Figure 1. Signal wires on met2.
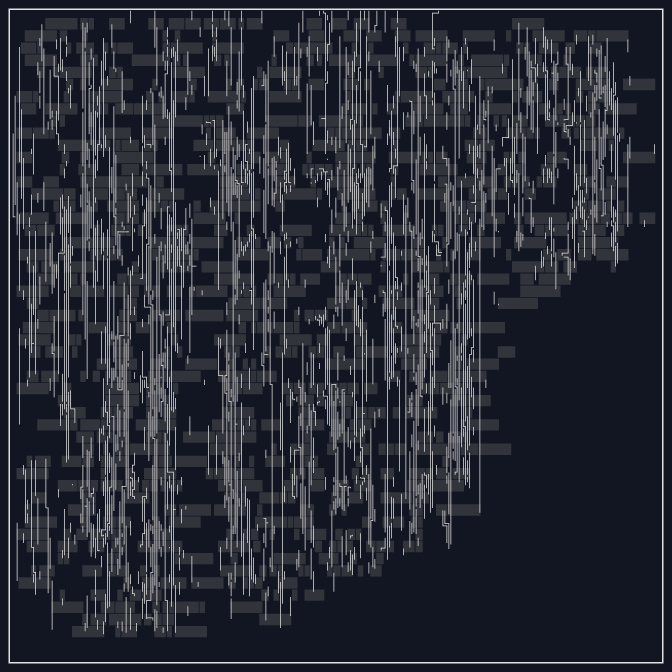
Figure 2. Cell classes on the final placement.
Bar = 50 um.
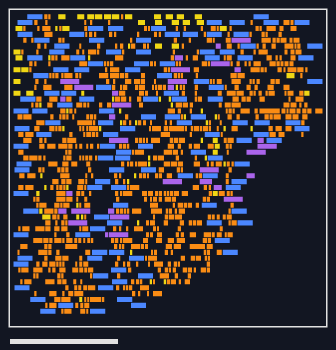
Figure 3. Cell outlines without signal wires.
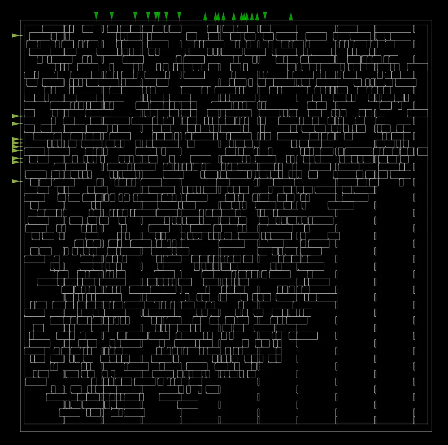
Figure 4. Gate-type map.
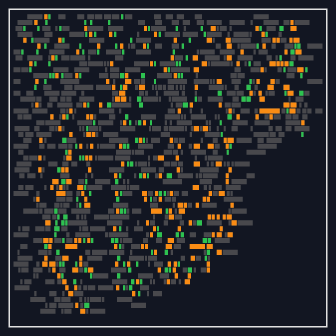
`src/rtl/leg_solver_pkg.sv`:
```
// Shared types and constants for the right-triangle leg solver.
package leg_solver_pkg;

  localparam int LEG_W       = 8;
  localparam int SQ_CYCLES   = 8;
  localparam int ROOT_CYCLES = 8;
  localparam int LATENCY     = SQ_CYCLES + SQ_CYCLES + 1 + ROOT_CYCLES;
  localparam int CNT_W       = 3;

  typedef enum logic [2:0] {
    IDLE,
    SQ_C,
    SQ_A,
    SUB,
    ROOT
  } state_t;

endpackage

```
`src/rtl/leg_solver_seq_squarer.sv`:
```
// Shift-add squarer, LSB first. load captures x and performs the first partial
// product at once, so a square is complete after load plus (W-1) steps.
module seq_squarer
  import leg_solver_pkg::*;
#(
  parameter int W = LEG_W
) (
  input  logic           clk,
  input  logic           rst,
  input  logic           load,
  input  logic           step,
  input  logic [W-1:0]   x,
  output logic [2*W-1:0] prod
);

  logic [2*W-1:0] mcand;
  logic [W-1:0]   mult;

  always_ff @(posedge clk) begin
    if (rst) begin
      prod  <= '0;
      mcand <= '0;
      mult  <= '0;
    end else if (load) begin
      prod  <= x[0] ? {{W{1'b0}}, x} : '0;
      mcand <= {{(W-1){1'b0}}, x, 1'b0};
      mult  <= x >> 1;
    end else if (step) begin
      if (mult[0]) prod <= prod + mcand;
      mcand <= mcand << 1;
      mult  <= mult >> 1;
    end
  end

endmodule

```
`src/rtl/leg_solver.sv`:
```
// Sequential leg solver: leg_out = floor(sqrt(c^2 - a^2)), err when a > c.
// Define LEG_SOLVER_ROUND_EN to round the result to nearest instead.
//
// state | meaning
// IDLE  | waiting for start; outputs hold the last result
// SQ_C  | squarer builds c^2 (load + 7 steps)
// SQ_A  | c^2 saved, squarer reused for a^2
// SUB   | radicand = c^2 - a^2, or 0 with err when a > c
// ROOT  | restoring square root, two radicand bits per cycle
module leg_solver
  import leg_solver_pkg::*;
#(
  parameter int WIDTH = LEG_W
) (
  input  logic             clk,
  input  logic             rst,
  input  logic             start,
  input  logic [WIDTH-1:0] hyp_in,
  input  logic [WIDTH-1:0] leg_in,
  output logic             busy,
  output logic             done,
  output logic [WIDTH-1:0] leg_out,
  output logic             err
);

  localparam int RW    = 2 * WIDTH;
  localparam int REM_W = 2 * WIDTH + 1;
  localparam logic [CNT_W-1:0] SQ_LAST   = CNT_W'(SQ_CYCLES - 1);
  localparam logic [CNT_W-1:0] ROOT_LAST = CNT_W'(ROOT_CYCLES - 1);

  state_t             state;
  logic [CNT_W-1:0]   cnt;
  logic [WIDTH-1:0]   c_reg, a_reg;
  logic [RW-1:0]      c_sq, rad, sq_prod;
  logic [REM_W-1:0]   rem, rem_sh, trial, rem_new;
  logic [WIDTH-1:0]   root, root_new, leg_final;
  logic               err_next, ge, sq_load, sq_step;

  assign busy    = (state != IDLE);
  assign sq_load = ((state == SQ_C) || (state == SQ_A)) && (cnt == SQ_LAST);
  assign sq_step = ((state == SQ_C) || (state == SQ_A)) && (cnt != SQ_LAST);

  seq_squarer #(.W(WIDTH)) u_sq (
    .clk  (clk),
    .rst  (rst),
    .load (sq_load),
    .step (sq_step),
    .x    ((state == SQ_A) ? a_reg : c_reg),
    .prod (sq_prod)
  );

  always_comb begin
    rem_sh    = (rem << 2) | REM_W'(rad[RW-1 -: 2]);
    trial     = REM_W'({root, 2'b01});
    ge        = (rem_sh >= trial);
    rem_new   = ge ? (rem_sh - trial) : rem_sh;
    root_new  = {root[WIDTH-2:0], ge};
    leg_final = root_new;
`ifdef LEG_SOLVER_ROUND_EN
    // sqrt(x) >= r + 0.5 exactly when x - r^2 > r for integer x
    if (rem_new > REM_W'(root_new)) leg_final = root_new + WIDTH'(1);
`endif
  end

  always_ff @(posedge clk) begin
    if (rst) begin
      state    <= IDLE;
      cnt      <= '0;
      c_reg    <= '0;
      a_reg    <= '0;
      c_sq     <= '0;
      rad      <= '0;
      rem      <= '0;
      root     <= '0;
      err_next <= 1'b0;
      leg_out  <= '0;
      err      <= 1'b0;
      done     <= 1'b0;
    end else begin
      done <= 1'b0;
      case (state)
        IDLE: if (start) begin
          c_reg <= hyp_in;
          a_reg <= leg_in;
          c_sq  <= '0;
          rad   <= '0;
          rem   <= '0;
          root  <= '0;
          cnt   <= SQ_LAST;
          state <= SQ_C;
        end
        SQ_C: begin
          cnt <= cnt - 1'b1;
          if (cnt == '0) begin
            cnt   <= SQ_LAST;
            state <= SQ_A;
          end
        end
        SQ_A: begin
          // squarer still holds c^2 on the cycle it reloads with a
          if (cnt == SQ_LAST) c_sq <= sq_prod;
          cnt <= cnt - 1'b1;
          if (cnt == '0) state <= SUB;
        end
        SUB: begin
          if (sq_prod > c_sq) begin
            rad      <= '0;
            err_next <= 1'b1;
          end else begin
            rad      <= c_sq - sq_prod;
            err_next <= 1'b0;
          end
          cnt   <= ROOT_LAST;
          state <= ROOT;
        end
        ROOT: begin
          rad  <= rad << 2;
          rem  <= rem_new;
          root <= root_new;
          cnt  <= cnt - 1'b1;
          if (cnt == '0) begin
            leg_out <= leg_final;
            err     <= err_next;
            done    <= 1'b1;
            state   <= IDLE;
          end
        end
        default: state <= IDLE;
      endcase
    end
  end

endmodule

```
`config.mk`:
```
export PLATFORM = sky130hd
export DESIGN_NAME = leg_solver
export DESIGN_NICKNAME = d
export VERILOG_FILES = /design/src/rtl/leg_solver_pkg.sv /design/src/rtl/leg_solver_seq_squarer.sv /design/src/rtl/leg_solver.sv
export SDC_FILE = /design/constraint.sdc
export NUM_CORES = 1
export LEC_CHECK = 0
export CAP_MARGIN = 20
export CORE_UTILIZATION = 35
export DETAILED_ROUTE_END_ITERATION = 12
export GPL_TIMING_DRIVEN = 0
export PLACE_DENSITY_LB_ADDON = 0.15
export SLEW_MARGIN = 10
export SYNTH_ARGS = -nofsm -noshare
export SYNTH_HDL_FRONTEND = slang
export SYNTH_HIERARCHICAL = 1
export SYNTH_SLANG_ARGS = --single-unit
```
`constraint.sdc`:
```
create_clock -name clk -period 3.05 [get_ports clk]
set_input_delay 0.7625 -clock clk [delete_from_list [all_inputs] [get_ports clk]]
set_output_delay 0.7625 -clock clk [all_outputs]
set_load 0.01 [all_outputs]
```
==> results.txt <==
Implementation run completed; key figures follow.

Route:
- The run gives the post-detailed-route wirelength per cell as 15.1 um.
- The run puts the first-pass iteration count of the detailed router at 5.
- The run puts the initial DRC count at 353.
- The run puts the remaining antenna violation count after routing at 0.
- The run gives the post-detailed-route DRC marker count as 0.
- The run gives the number of vias in the routed layout as around 6,400.

Setup path:
- For the worst flop-to-flop path, the logic depth is 10.
- The worst setup path is captured at a register.
- The run gives the highest cell delay on the worst timing path as between 400 and 500 ps.
- The run gives the setup slack of the most critical reg-to-reg path as 210 ps.
- The data required time reported for the critical path is roughly 3400 ps.
- The critical path is of the register to register type.
- STA lists the startpoint of the worst register-to-register path as u_sq/prod[4]$_SDFFE_PP0P_.
- For this design, the slowest cell found on the critical path is sky130_fd_sc_hd__a211oi_4.
- The run gives the critical-path maximum fanout as 10.
- The run gives the type of origin of the critical path as a register.
- On the critical path the data arrives at 3160 ps.

Synth:
- The largest total area in the synthesized netlist belongs to sky130_fd_sc_hd__dfxtp_1.
- The run gives the chip area in the Yosys report as 7250 um^2.
- The run puts the portion of the post-synthesis area used by sequential elements at 34.8%.
- The run gives the multiplexer fraction of the synthesized cell area as 5.21%.
- The run gives the area share of and-or/or-and cells after synthesis as 24.1%.
- Yosys attributes the largest share of cell area to sky130_fd_sc_hd__dfxtp_1 (35%), sky130_fd_sc_hd__a21oi_1 (7.5%), sky130_fd_sc_hd__ha_1 (7.4%), sky130_fd_sc_hd__nand2_1 (6.1%), sky130_fd_sc_hd__nor2_1 (4.0%).
- The run gives the prevailing post-synth register cell as sky130_fd_sc_hd__dfxtp_1.
- The commonest cells after synthesis are sky130_fd_sc_hd__dfxtp_1 (126), sky130_fd_sc_hd__nand2_1 (118), sky130_fd_sc_hd__a21oi_1 (108).
- Of the total synthesized cell area, the portion taken by full adders, half adders and majority gates is 7.98%.
- The synthesis report gives the async set-or-reset register share as 0%.
- Grouping non-sequential cells by family puts the most area in AND-OR/OR-AND gates.
- After Yosys synthesis, and, or, nand and nor cells account for 19.9% of the synthesized area.
- The run puts the post-synthesis register bit count at ~130.
- The run puts the count of library flops with an enable pin at 0.
- The run puts the yosys synthesis warning count at 6.
- The run gives the number of nets in the synthesized netlist as approximately 970.
- The run puts the count of cell types in the netlist at 71.
- The run gives the cell area after synthesis as approximately 7200 um^2.
- By instance count, the leading cell after synthesis is sky130_fd_sc_hd__dfxtp_1.
- The run puts the count of instantiated cells in the yosys netlist at 910.
- A synthesized cell averages 7.96 um^2.

Global route:
- Per the GRT log, the top usage layer is met2.
- Routing resource usage on met1 recorded by global route was about a quarter.
- The first global-routing pass estimated 31,500 um of wire.
- For this run, global-route usage on met3 was measured as roughly 3.7%.
- The run gives the via count of the first global-routing pass as approximately 6,200.
- Entering global routing, the biggest net connects 17 pins.
- The run gives the total routing resource utilization after global routing as 18.5%.
- The run puts the initial antenna violation count at 0.
- The run puts the remaining global-route overflow at 0.

Status:
- The run finished with clean final reports.

STA:
- The run gives the total of endpoints with negative setup slack in the final report as 0.
- The run puts the number of max-slew violations in the final report at 0.
- The run gives the post-layout minimum cycle time as 2840 ps.
- The most critical hold endpoint after final layout shows a slack of 453 ps.
- The run gives the highest clock frequency the design can meet as 352 MHz.
- Looking at the max-slew report, the worst-margin pin has a slew of 882 ps.
- In this run the tightest slew margin relative to its limit is between 40% and 50%.
- The run puts the final period utilization at ~93%.
- The clock arrives with 13.9 ps of skew.
- The run gives the final setup TNS as 0 ps.
- Counting endpoints that fail hold in the final report gives 0.

Cells and area:
- The run gives the finished layout cell area as 8470 um^2.
- The top cell types in the final layout, fill and taps aside, are sky130_fd_sc_hd__dfxtp_1 (126), sky130_fd_sc_hd__nand2_1 (118), sky130_fd_sc_hd__a21oi_1 (108).
- In the final layout, the registers with the most flip-flops are c_sq (16), rad (16), u_sq/prod (16).
- The run gives the fraction of layout instances using a drive strength above 1 as 7.71%.
- The repair_antennas step left the layout with diodes totalling 0.

Clocking:
- The run puts the maximum root-to-sink buffer count at 2.
- The tree is rooted in a sky130_fd_sc_hd__clkbuf_16.
- The run gives the insertion delay of the later-clocked pin in the worst-skew pair as 430 ps.
- On the reported timing paths, the clock transition at the registers reads 70 ps.
- The number of clock buffers added by TritonCTS is 17.
- The report puts the hold buffer count at CTS at 0.
- The run puts the number of levels the H-tree was split into at 4.
- For this design, the sink count on the clock tree is 126.

Placement:
- Port buffering added 28 buffers.
- The run gives the area after detailed placement as 7860 um^2.
- The run gives the last weighted congestion value of the routability-driven placer as approximately 0.82.
- After detailed placement, the design holds a cell count of approximately 1,200.

Floorplan:
- The run gives the number of top-level pins as 30.
- The run gives the initial cell density of the core as ~36%.
- The run gives the horizontal extent of the die as 146 um.
- Measured along the y axis, the die boundary spans about 150 um.

Hold path:
- The run gives the path type of the worst min-delay path as register to register.
- The run puts the number of stages on the worst hold path at 2.
- The run gives the endpoint with the worst hold slack as c_reg[2]$_SDFFE_PP0P_.
- The run gives the beginning of the worst hold path as c_reg[2]$_SDFFE_PP0P_.

Pwr:
- The design draws 4.38 mW.
- For this design the ratio of total power to cell area is 517 nW/um^2.
- The power report puts the leakage power at between 3 and 4 nW.
- In this run the VDD rail shows a maximum IR drop of around 0.36 mV.

Flow run:
- The run gives the max capacitance violation total as 0.
- The run puts the total number of warnings across the stage logs at 29.
## Picture notes: Figure 1
nets with wire on the layer: 759
wire length on this layer: 9,040 um
longest straight run: 78.0 um
share of all routed wire: 48%

## Picture notes: Figure 2
| class | colour | cells | share of their area |
|---|---|---|---|
| remaining buffers and delay cells | yellow | 78 | 6.2% |
| clock drivers and dummy loads | purple | 32 | 7.0% |
| sequential cells | blue | 126 | 31% |
| combinational and other logic | orange | 737 | 56% |
fraction of standard cell area that is sequential: 29.8%
total number of placement rows: 52

## Picture notes: Figure 3
placeable core region: 20,200 um^2
fill cell total of the finished layout: 2,097
count of flip-flops and latches: 126
number of cells in the finished layout apart from fillers: 1,243

## Picture notes: Figure 4
| family | colour | cells | where |
|---|---|---|---|
| nand cells | green | 174 | widely spread |
| aoi and oai cells | orange | 227 | widely spread |
share of the final layout cell area in multi-input gates: 51.2%
most common cell after layout, fill and taps aside: sky130_fd_sc_hd__dfxtp_1

[critical path: cells and delay by family, from the launching register on]
family,cells,cell delay (ps)
buffers and inverters,3,600
AND-OR/OR-AND,5,1310
flip-flops,1,410
AND/OR/NAND/NOR,1,140
adder cells (fa/ha/maj),1,270
[metrics by stage]
stage / setup slack, ps / util, %
final: 212 / 41.9
after global routing: 12.0 / 41.9
after CTS: 22.8 / 41.7
after detailed placement: 25.4 / 38.9
after global placement: 43.9 / 38.9
after floorplan: 641 / -
[where the power goes]
part	internal (mW)	switching, mW
sequential	1.72	0.0419
combinational	0.249	0.418
clock	1.08	0.871
total	3.05	1.33
[worst max-delay path by stage]
| stage | end | cells after the start |
|---|---|---|
| floorplan | rad[12]$_SDFFE_PP0P_ | 10 |
| global placement | c_sq[13]$_SDFFE_PP0P_ | 7 |
| detailed placement | rad[10]$_SDFFE_PP0P_ | 10 |
| CTS | rad[10]$_SDFFE_PP0P_ | 10 |
| global route | rad[12]$_SDFFE_PP0P_ | 10 |
| finish | rad[10]$_SDFFE_PP0P_ | 10 |
[metal layers]
| metal | wire, um | vias up | share of wire, % |
|---|---|---|---|
| met5 | 0 | - | 0 |
| met3 | 416 | 7 | 2.2 |
| met2 | 9040 | 60 | 48 |
| li1 | - | 3358 | - |
| met4 | 122 | 0 | 0.65 |
| met1 | 9220 | 2943 | 49 |
[layout make-up]
class | count | area [um^2] | share of cell area (%)
Inverter | 52 | 195 | 2.30
Buffer | 47 | 205 | 2.42
Multi-Input combinational cell | 685 | 4340 | 51.2
Timing Repair Buffer | 31 | 303 | 3.58
Clock inverter | 15 | 143 | 1.68
Tap cell | 270 | 338 | 3.99
Sequential cell | 126 | 2520 | 29.8
Clock buffer | 17 | 425 | 5.02
Power figures rest on the tool's default switching activity, not on a simulated workload.
